$ cat src/rtl/fetch_unit.sv
// Purpose : instruction fetch front end; one outstanding imem request, single output slot to the datapath.
// Latency : instruction is presented on Instr/PC one cycle after the imem_rvalid edge.
// Backpress: stall holds the output slot; no new request is issued while the slot is full and stalled.
//
// Ports:
//   clk, reset (async, active-low)
//   imem_req/imem_addr/imem_gnt      - request handshake to instruction memory
//   imem_rvalid/imem_rdata           - response (1+ cycles after grant, at most one per grant)
//   redirect/redirect_pc             - taken branch/jump, replaces the fetch stream
//   stall                            - datapath cannot accept an instruction this cycle
//   instr_valid/Instr/PC/PCPlus4     - output slot to the datapath
module fetch_unit #(
   parameter logic [31:0] RESET_PC = 32'h0000_0000
) (
   input  logic        clk,
   input  logic        reset,
   output logic        imem_req,
   output logic [31:0] imem_addr,
   input  logic        imem_gnt,
   input  logic        imem_rvalid,
   input  logic [31:0] imem_rdata,
   input  logic        redirect,
   input  logic [31:0] redirect_pc,
   input  logic        stall,
   output logic        instr_valid,
   output logic [31:0] Instr,
   output logic [31:0] PC,
   output logic [31:0] PCPlus4
);

   // Low address bits are forced to zero so every fetch is word aligned.
   localparam logic [31:0] BOOT_PC = RESET_PC & ~32'h3;
   localparam logic [31:0] NOP     = 32'h0000_0013;

   typedef enum logic [1:0] {
      S_IDLE = 2'd0,
      S_REQ  = 2'd1,
      S_WAIT = 2'd2
   } state_t;

   state_t      state_q, state_d;
   logic [31:0] fetch_pc_q, fetch_pc_d;
   logic        kill_q, kill_d;
   logic        instr_valid_q, instr_valid_d;
   logic [31:0] instr_q, instr_d;
   logic [31:0] pc_q, pc_d;

   logic        slot_ok;
   logic        grant;
   logic [31:0] redirect_tgt;

   // A request may only go out when the slot is empty or is being consumed
   // this edge, so a returning response always has somewhere to land.
   assign slot_ok      = !instr_valid_q || !stall;
   assign imem_req     = (state_q == S_REQ) && slot_ok;
   assign imem_addr    = fetch_pc_q;
   assign grant        = imem_req && imem_gnt;
   assign redirect_tgt = redirect_pc & ~32'h3;

   assign instr_valid  = instr_valid_q;
   assign Instr        = instr_q;
   assign PC           = pc_q;
   assign PCPlus4      = pc_q + 32'd4;

   always_comb begin
      state_d       = state_q;
      fetch_pc_d    = fetch_pc_q;
      kill_d        = kill_q;
      instr_d       = instr_q;
      pc_d          = pc_q;
      // Consumption: an unstalled valid instruction leaves the slot this edge.
      instr_valid_d = instr_valid_q && stall;

      case (state_q)
         S_IDLE: begin
            state_d = S_REQ;
            if (redirect) begin
               fetch_pc_d    = redirect_tgt;
               instr_valid_d = 1'b0;
            end
         end

         S_REQ: begin
            if (redirect) begin
               fetch_pc_d    = redirect_tgt;
               instr_valid_d = 1'b0;
               // A request granted this same cycle is already in flight for
               // the old stream; its response must be thrown away.
               if (grant) begin
                  kill_d  = 1'b1;
                  state_d = S_WAIT;
               end
            end else if (grant) begin
               state_d = S_WAIT;
            end
         end

         S_WAIT: begin
            if (redirect) begin
               fetch_pc_d    = redirect_tgt;
               instr_valid_d = 1'b0;
               if (imem_rvalid) begin
                  // Response arriving with the redirect is dropped here, so
                  // nothing remains in flight to be killed later.
                  kill_d  = 1'b0;
                  state_d = S_REQ;
               end else begin
                  kill_d  = 1'b1;
               end
            end else if (imem_rvalid) begin
               state_d = S_REQ;
               if (kill_q) begin
                  kill_d = 1'b0;
               end else begin
                  instr_d       = imem_rdata;
                  pc_d          = fetch_pc_q;
                  instr_valid_d = 1'b1;
                  fetch_pc_d    = fetch_pc_q + 32'd4;
               end
            end
         end

         default: begin
            state_d = S_IDLE;
         end
      endcase
   end

   always_ff @(posedge clk or negedge reset) begin
      if (!reset) begin
         state_q       <= S_IDLE;
         fetch_pc_q    <= BOOT_PC;
         kill_q        <= 1'b0;
         instr_valid_q <= 1'b0;
         instr_q       <= NOP;
         pc_q          <= BOOT_PC;
      end else begin
         state_q       <= state_d;
         fetch_pc_q    <= fetch_pc_d;
         kill_q        <= kill_d;
         instr_valid_q <= instr_valid_d;
         instr_q       <= instr_d;
         pc_q          <= pc_d;
      end
   end

endmodule

$ cat config.mk
export PLATFORM = sky130hd
export DESIGN_NAME = fetch_unit
export DESIGN_NICKNAME = d
export VERILOG_FILES = /design/src/rtl/fetch_unit.sv
export SDC_FILE = /design/constraint.sdc
export NUM_CORES = 1
export LEC_CHECK = 0
export CORE_ASPECT_RATIO = 0.5
export CORE_MARGIN = 10
export CORE_UTILIZATION = 45
export CTS_BUF_LIST = sky130_fd_sc_hd__clkbuf_16
export DETAILED_ROUTE_END_ITERATION = 6
export GPL_TIMING_DRIVEN = 0
export PLACE_DENSITY = 0.93
export SLEW_MARGIN = 20
export SYNTH_ARGS = -nofsm -noshare
export SYNTH_HDL_FRONTEND = slang
export SYNTH_SLANG_ARGS = --single-unit
$ cat constraint.sdc
create_clock -name clk -period 4 [get_ports clk]
set_input_delay 0.8 -clock clk [delete_from_list [all_inputs] [get_ports clk]]
set_output_delay 0.8 -clock clk [all_outputs]
set_load 0.005 [all_outputs]
==> images/detail.png <==
Region (115, 11) to (140, 36) µm. Cells in gray, sequential cells in the stronger gray; small squares are vias.
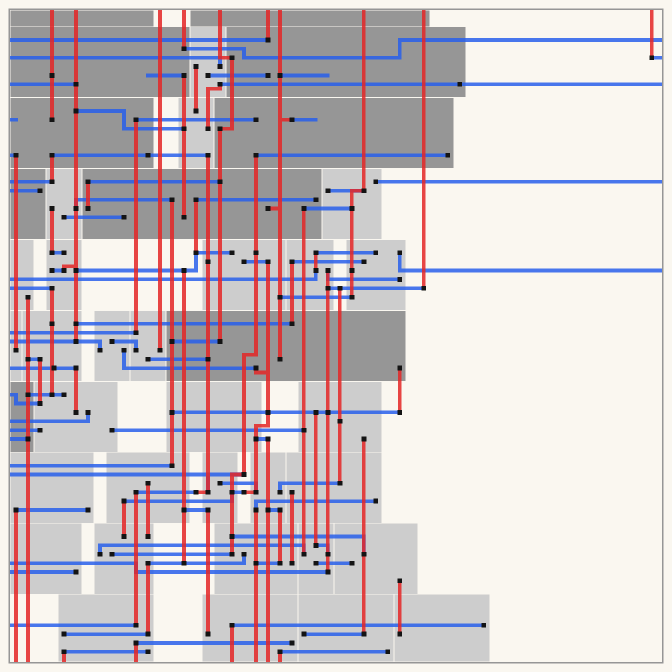
[metal 2] red
[metal 1] blue
sequential cells in the window: 6
cells with their middle in the window: 34
netlist names of flops here include: PC (6)
most frequent: nand2_1 (8), clkdlybuf4s50_1 (8), dfrtp_1 (6)

==> images/congestion.png <==
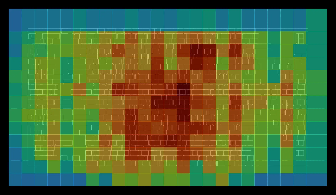
Routed wire per std cell: 19.8 µm
met2 Track Usage GR: 0.378
post-layout util: 0.686

==> results_dict.tcl <==
# flow metrics
set metrics [dict create \
    grt_max_degree 82 \
    pre_cts_slack_ps 667 \
    dr.max_layer_used "met4" \
    drt_iter0_drc 684 \
    wl_met2_um 9070 \
    synthTopCellsByArea "dfrtp_1 46%, nand2_1 16%, xnor2_1 3.6%" \
    comb_area_frac 0.320 \
    slowest_stage "nor4_1" \
    clkLatencyLatePin_ps 350 \
    p_int_mw 3.08 \
    dp_cells 930 \
    antenna_found_initial 0 \
    coreArea_um2 11000 \
    largest_reg_flops 32 \
    skew_ps 4.59 \
    fp_util 0.459 \
    die_x_um 170 \
    endpoint "PCPlus4[31]" \
    wl_met3_um 1920 \
    syn_area_um2 5040 \
    clock_area_frac 0.0459 \
    nWellTaps 145 \
    nClkBuffers 9 \
    io_buffers 191 \
    route.vias.total 5404 \
    sh_seq_area 0.319 \
    gp_congestion 0.958 \
    grt_usage 0.222 \
    r2r_slack_ps 1670 \
    r2r-end "imem_addr[30]" \
    final_nets 868 \
    synthesis.instances 588 \
    via_per_inst 5.71 \
    logic_gate_count 453 \
    ff_count 96 \
    busiest_layer "met2" \
    crit_path_start_kind "register" \
    status "finished, final reports clean" \
    met1_length_um 6950 \
    power_leader "combinational cells" \
    setup_viol 0 \
    synth_flops 96 \
    worst_slack_ps 306 \
    drc 0 \
    rsz0062_at_grt "false" \
    synth-edff-count 0 \
    signal_buffers 227 \
    synthTopLogicFamily "simple AND/OR/NAND/NOR gates" \
    met1_usage 0.255 \
    synthMuxAreaShare 0.00422 \
    tritoncts "done" \
    drv_slew 0 \
    synth_warnings 0 \
    met3_usage 0.0732 \
    synth_top_cell_by_count "nand2_1" \
    top_cell_area_share 0.461 \
    p_clk_mw 0.993 \
    cpMostUsedCell "nand3_1" \
    synth.distinct_cells 58 \
    drt-pass1-iter-count 6 \
    yosys.area.top_type "dfrtp_1" \
    yosys_cells 588 \
    powerSeq_mw 1.84 \
    first_global_vias 5259 \
    p_per_area_nw_per_um2 645 \
    warnings 28 \
    final-hold-violation-count 0 \
    ys_sh_adder 0.00496 \
    period_used_share 0.923 \
    cp.required_ps 3200 \
    antenna_cells 0 \
    yosys.area_share.xor_xnor 0.0486 \
    synthArstFlopShare 1.00 \
    synthAoiAreaFrac 0.122 \
    clockBufferDepth 2 \
    grt_pass1_wl_um 28500 \
    critical_path_class "register to output pin" \
    syn_avg_cell_area_um2 8.58 \
    power_switching_mw 1.78 \
    post_cts_resized 0 \
    nonClockInverterCount 9 \
    startpoint "PC[13]" \
    clk_pin_slew_ps 70 \
    drive_gt1_frac 0.0637 \
    synthToLayoutAreaGrowth_pct 49.3 \
    hold_path.class "input pin to async pin" \
    buf_share 0.286 \
    path_max_fanout 6 \
    routed_wl_um 18700 \
    path_buffers 1 \
    antenna_left 0 \
    common_cells "213 x nand2_1, 93 x dfrtp_1, 24 x a21oi_1, 24 x o21ai_0, 23 x nor2_1" \
    layout.area.comb_um2 2410 \
]
==> images/wires.png <==
Two of the layers only.
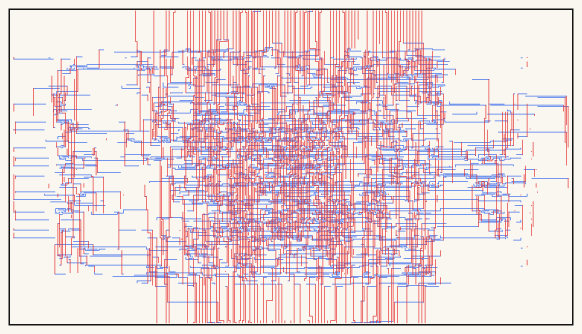
[metal 1] blue | wire length: 6950 µm
[metal 2] red | wire length: 9070 µm

==> images/layer_met4.png <==
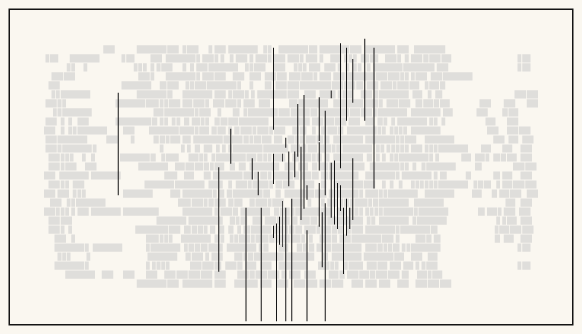
nets with wire on the layer: 42
longest straight run: 42.2 µm
share of all routed wire: 4.3%

==> cells in the final DEF, fill, tap and decap left out, drive strengths merged, types with 3 or more instances in the layout <==
cell type / instances
or3: 3
o22ai: 4
o32ai: 3
xnor2: 21
a31oi: 10
a311oi: 4
clkbuf: 22
xor2: 7
o21a: 3
and3: 12
nor3: 7
conb: 6
bufinv: 3
a2bb2oi: 4
nand4: 14
nand2: 213
nand3: 22
clkinv: 3
o21ai: 26
o22a: 5
dfrtp: 93
buf: 24
clkdlybuf4s50: 190
nor2: 23
a21oi: 24
inv: 9
and4: 13
dfstp: 3
==> through the flow <==
stage	cell area (µm²)	hold slack, ps
after floorplan	5060	448
after global placement	7160	445
after detailed placement	7190	460
after CTS	7530	274
after global routing	7530	265
final	7530	272
